`src/rtl/bram_access_seq_fsm_if.sv`:
```
// rtl/bram_access_seq_fsm_if.sv - control/BRAM signal bundle for the BRAM access sequencer
// master drives the transfer request and beat enable; slave is the sequencer.
interface bram_access_seq_fsm_if #(
  parameter int CNT_BIT    = 31,
  parameter int ADDR_WIDTH = 12
);
  logic                  start_i;
  logic                  mode_i;
  logic [CNT_BIT-1:0]    cnt_val_i;
  logic [ADDR_WIDTH-1:0] base_addr_i;
  logic                  go_i;
  logic                  idle_o;
  logic                  run_o;
  logic                  drain_o;
  logic                  done_o;
  logic                  en_o;
  logic                  we_o;
  logic [ADDR_WIDTH-1:0] addr_o;
  logic [CNT_BIT-1:0]    cnt_o;
  logic                  rd_valid_o;

  modport master (
    output start_i, mode_i, cnt_val_i, base_addr_i, go_i,
    input  idle_o, run_o, drain_o, done_o, en_o, we_o, addr_o, cnt_o, rd_valid_o
  );

  modport slave (
    input  start_i, mode_i, cnt_val_i, base_addr_i, go_i,
    output idle_o, run_o, drain_o, done_o, en_o, we_o, addr_o, cnt_o, rd_valid_o
  );
endinterface

```
`src/rtl/bram_access_seq_fsm.sv`:
```
// rtl/bram_access_seq_fsm.sv - BRAM write/read beat sequencer with read-pipeline drain
// Issues one BRAM access per go_i cycle in RUN; read transfers wait RD_LATENCY cycles in DRAIN.
module bram_access_seq_fsm #(
  parameter int CNT_BIT    = 31,
  parameter int ADDR_WIDTH = 12,
  parameter int RD_LATENCY = 1
) (
  input  logic                 clk,
  input  logic                 reset,
  bram_access_seq_fsm_if.slave bus
);
  typedef enum logic [1:0] {
    IDLE  = 2'd0,
    RUN   = 2'd1,
    DRAIN = 2'd2,
    DONE  = 2'd3
  } state_t;

  state_t                state, state_nxt;
  logic [CNT_BIT-1:0]    cnt;
  logic [CNT_BIT-1:0]    len;
  logic [ADDR_WIDTH-1:0] base;
  logic                  mode;
  logic [2:0]            drain_cnt;
  logic [RD_LATENCY-1:0] rd_sr;
  logic                  beat;
  logic                  last_beat;
  logic                  drain_last;

  assign beat       = (state == RUN) && bus.go_i;
  assign last_beat  = beat && (cnt == len - CNT_BIT'(1));
  assign drain_last = (drain_cnt == 3'(RD_LATENCY - 1));

  always_ff @(posedge clk) begin
    if (reset) state <= IDLE;
    else       state <= state_nxt;
  end

  always_comb begin
    state_nxt = state;
    case (state)
      IDLE: begin
        // zero-length transfers skip RUN entirely
        if (bus.start_i) state_nxt = (bus.cnt_val_i == '0) ? DONE : RUN;
      end
      RUN: begin
        if (last_beat) state_nxt = mode ? DRAIN : DONE;
      end
      DRAIN: begin
        if (drain_last) state_nxt = DONE;
      end
      DONE: state_nxt = IDLE;
      default: state_nxt = IDLE;
    endcase
  end

  always_ff @(posedge clk) begin
    if (reset) begin
      cnt       <= '0;
      len       <= '0;
      base      <= '0;
      mode      <= 1'b0;
      drain_cnt <= '0;
      rd_sr     <= '0;
    end else begin
      if (state == IDLE && bus.start_i) begin
        len  <= bus.cnt_val_i;
        base <= bus.base_addr_i;
        mode <= bus.mode_i;
        cnt  <= '0;
      end else if (beat) begin
        cnt <= cnt + CNT_BIT'(1);
      end
      drain_cnt <= (state == DRAIN) ? drain_cnt + 3'd1 : 3'd0;
      // read-valid tracks each read beat through the BRAM output pipeline
      rd_sr[0] <= beat & mode;
      for (int i = 1; i < RD_LATENCY; i++) rd_sr[i] <= rd_sr[i-1];
    end
  end

  assign bus.idle_o     = (state == IDLE);
  assign bus.run_o      = (state == RUN);
  assign bus.drain_o    = (state == DRAIN);
  assign bus.done_o     = (state == DONE);
  assign bus.en_o       = beat;
  assign bus.we_o       = beat & ~mode;
  assign bus.addr_o     = base + ADDR_WIDTH'(cnt);
  assign bus.cnt_o      = cnt;
  assign bus.rd_valid_o = rd_sr[RD_LATENCY-1];
endmodule

```
`src/flat_wrapper.sv`:
```
// flat-port wrapper written by rule: the top's interface ports become plain ports
module bram_access_seq_fsm_flat 
#(
  parameter int CNT_BIT    = 31,
  parameter int ADDR_WIDTH = 12,
  parameter int RD_LATENCY = 1
)
  (clk, reset, bus_start_i, bus_mode_i, bus_cnt_val_i, bus_base_addr_i, bus_go_i, bus_idle_o, bus_run_o, bus_drain_o, bus_done_o, bus_en_o, bus_we_o, bus_addr_o, bus_cnt_o, bus_rd_valid_o);
  bram_access_seq_fsm_if #(.CNT_BIT(CNT_BIT), .ADDR_WIDTH(ADDR_WIDTH)) bus_i ();
  input  logic clk;
  input  logic reset;
  input wire logic [$bits(bus_i.start_i)-1:0] bus_start_i;
  input wire logic [$bits(bus_i.mode_i)-1:0] bus_mode_i;
  input wire logic [$bits(bus_i.cnt_val_i)-1:0] bus_cnt_val_i;
  input wire logic [$bits(bus_i.base_addr_i)-1:0] bus_base_addr_i;
  input wire logic [$bits(bus_i.go_i)-1:0] bus_go_i;
  output wire logic [$bits(bus_i.idle_o)-1:0] bus_idle_o;
  output wire logic [$bits(bus_i.run_o)-1:0] bus_run_o;
  output wire logic [$bits(bus_i.drain_o)-1:0] bus_drain_o;
  output wire logic [$bits(bus_i.done_o)-1:0] bus_done_o;
  output wire logic [$bits(bus_i.en_o)-1:0] bus_en_o;
  output wire logic [$bits(bus_i.we_o)-1:0] bus_we_o;
  output wire logic [$bits(bus_i.addr_o)-1:0] bus_addr_o;
  output wire logic [$bits(bus_i.cnt_o)-1:0] bus_cnt_o;
  output wire logic [$bits(bus_i.rd_valid_o)-1:0] bus_rd_valid_o;
  assign bus_i.start_i = bus_start_i;
  assign bus_i.mode_i = bus_mode_i;
  assign bus_i.cnt_val_i = bus_cnt_val_i;
  assign bus_i.base_addr_i = bus_base_addr_i;
  assign bus_i.go_i = bus_go_i;
  assign bus_idle_o = bus_i.idle_o;
  assign bus_run_o = bus_i.run_o;
  assign bus_drain_o = bus_i.drain_o;
  assign bus_done_o = bus_i.done_o;
  assign bus_en_o = bus_i.en_o;
  assign bus_we_o = bus_i.we_o;
  assign bus_addr_o = bus_i.addr_o;
  assign bus_cnt_o = bus_i.cnt_o;
  assign bus_rd_valid_o = bus_i.rd_valid_o;
  bram_access_seq_fsm #(.CNT_BIT(CNT_BIT), .ADDR_WIDTH(ADDR_WIDTH), .RD_LATENCY(RD_LATENCY)) u_core (.clk(clk), .reset(reset), .bus(bus_i));
endmodule
```
`config.mk`:
```
export PLATFORM = sky130hd
export DESIGN_NAME = bram_access_seq_fsm_flat
export DESIGN_NICKNAME = d
export VERILOG_FILES = /design/src/rtl/bram_access_seq_fsm_if.sv /design/src/rtl/bram_access_seq_fsm.sv /design/src/flat_wrapper.sv
export SDC_FILE = /design/constraint.sdc
export NUM_CORES = 1
export LEC_CHECK = 0
export CAP_MARGIN = 20
export CORE_MARGIN = 8
export CORE_UTILIZATION = 45
export CTS_BUF_LIST = sky130_fd_sc_hd__clkbuf_4 sky130_fd_sc_hd__clkbuf_8
export DETAILED_ROUTE_END_ITERATION = 12
export HOLD_SLACK_MARGIN = 0.06
export MAX_ROUTING_LAYER = met4
export PLACE_DENSITY_LB_ADDON = 0.15
export SLEW_MARGIN = 40
export SYNTH_ARGS = -nofsm -noshare
export SYNTH_HDL_FRONTEND = slang
export SYNTH_SLANG_ARGS = --single-unit
```
`constraint.sdc`:
```
create_clock -name clk -period 6.83 [get_ports clk]
set_clock_uncertainty 0.05 [all_clocks]
set_input_delay 1.366 -clock clk [delete_from_list [all_inputs] [get_ports clk]]
set_output_delay 1.366 -clock clk [all_outputs]
set_load 0.01 [all_outputs]
```
Figure 1. Cell classes on the final placement.
Fill, decap, tap and diode cells in grey.
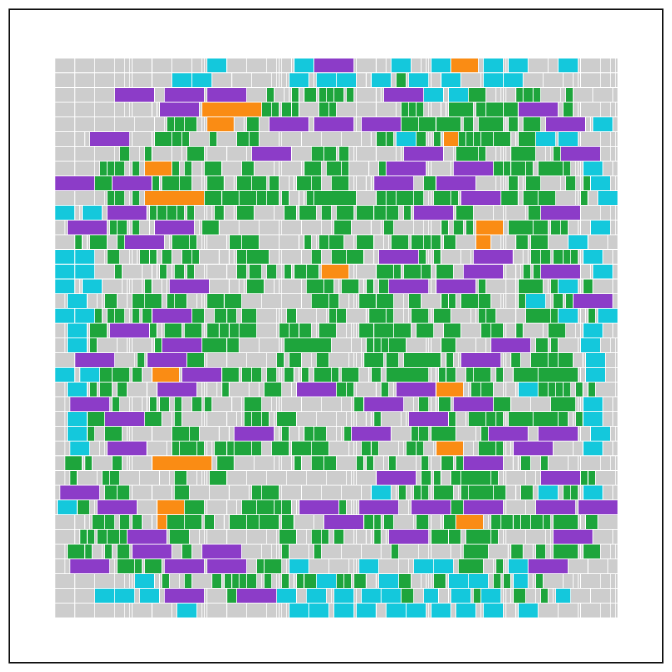
legend:
  purple:
    class: registers
    cells: 81
    share_of_their_area: 27%
  green:
    class: remaining logic cells
    cells: 525
    share_of_their_area: 53%
  orange:
    class: clock drivers and dummy loads
    cells: 16
    share_of_their_area: 4.1%
  cyan:
    class: remaining buffers and delay cells
    cells: 100
    share_of_their_area: 16%

Figure 2. The clock network.
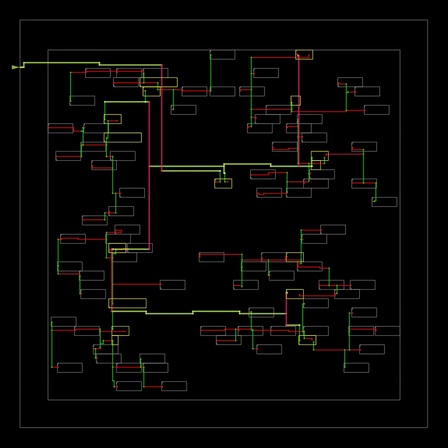
Flops: 81
number of clock buffers in the layout: 11

Figure 3. Metal 3.
Scale bar: 20 um.
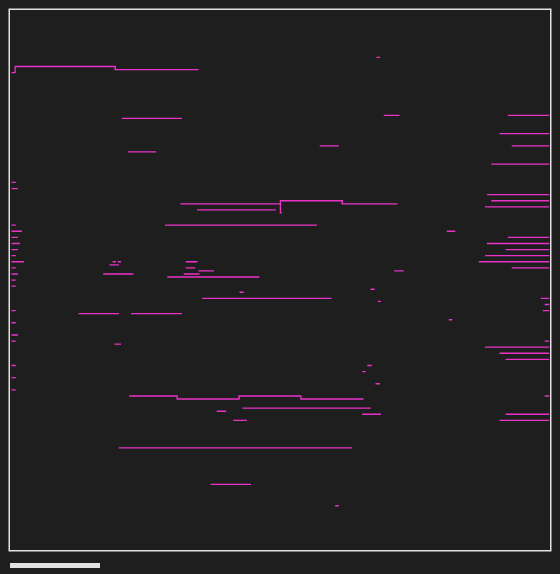
nets with wire on the layer: 67
share of all routed wire: 4.5%
wire length on this layer: 649 um

Figure 4. Signal metal coverage by tile.
Scale bar: 20 um. 24 x 24 tiles, from dark blue (low) to red (high), scaled to the fullest tile. Values are wire area over tile area, all layers added.
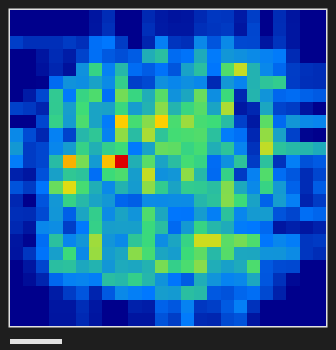
mean over tiles: 0.16
fullest tile: 0.61
nearly empty tiles: 13%
emptiest ninth of the die: north-west
densest ninth of the die: centre

==> CHANGELOG.md <==
### Physical design

- Status: finished, final reports clean
- Top Layout Cells: nand2_1, clkdlybuf4s50_1, dfxtp_1
- Clock share of power: 0.246
- HP Class: reg -> reg
- Met3 wire len: 648 um
- Number of fill cells: 1,038
- Clock-cell share of area: 0.0398
- Commonest Layout Cell: nand2_1
- FF-to-FF End: u_core.state[0]
- Non-filler cells, final: 862
- Worst Hold Endpoint: u_core.base[0]
- Flip-flops with a built-in enable: 0
- Late-Pin Clk Latency: ~0.38 ns
- Fa+ha+maj area frac: 0.0526
- Met2 wire length: 6.93 mm
- Die area: 0.0145 mm2
- PortBufs: 97
- Synth area leader: dfxtp_1
- Final Util: 0.579
- Worst path arrival time: 3.62 ns
- Cell area after layout: 0.00622 mm2
- Mux share: 0
- Ao+oa area frac: 0.147
- CP max FO: 9
Power and IR drop assume default switching activity.
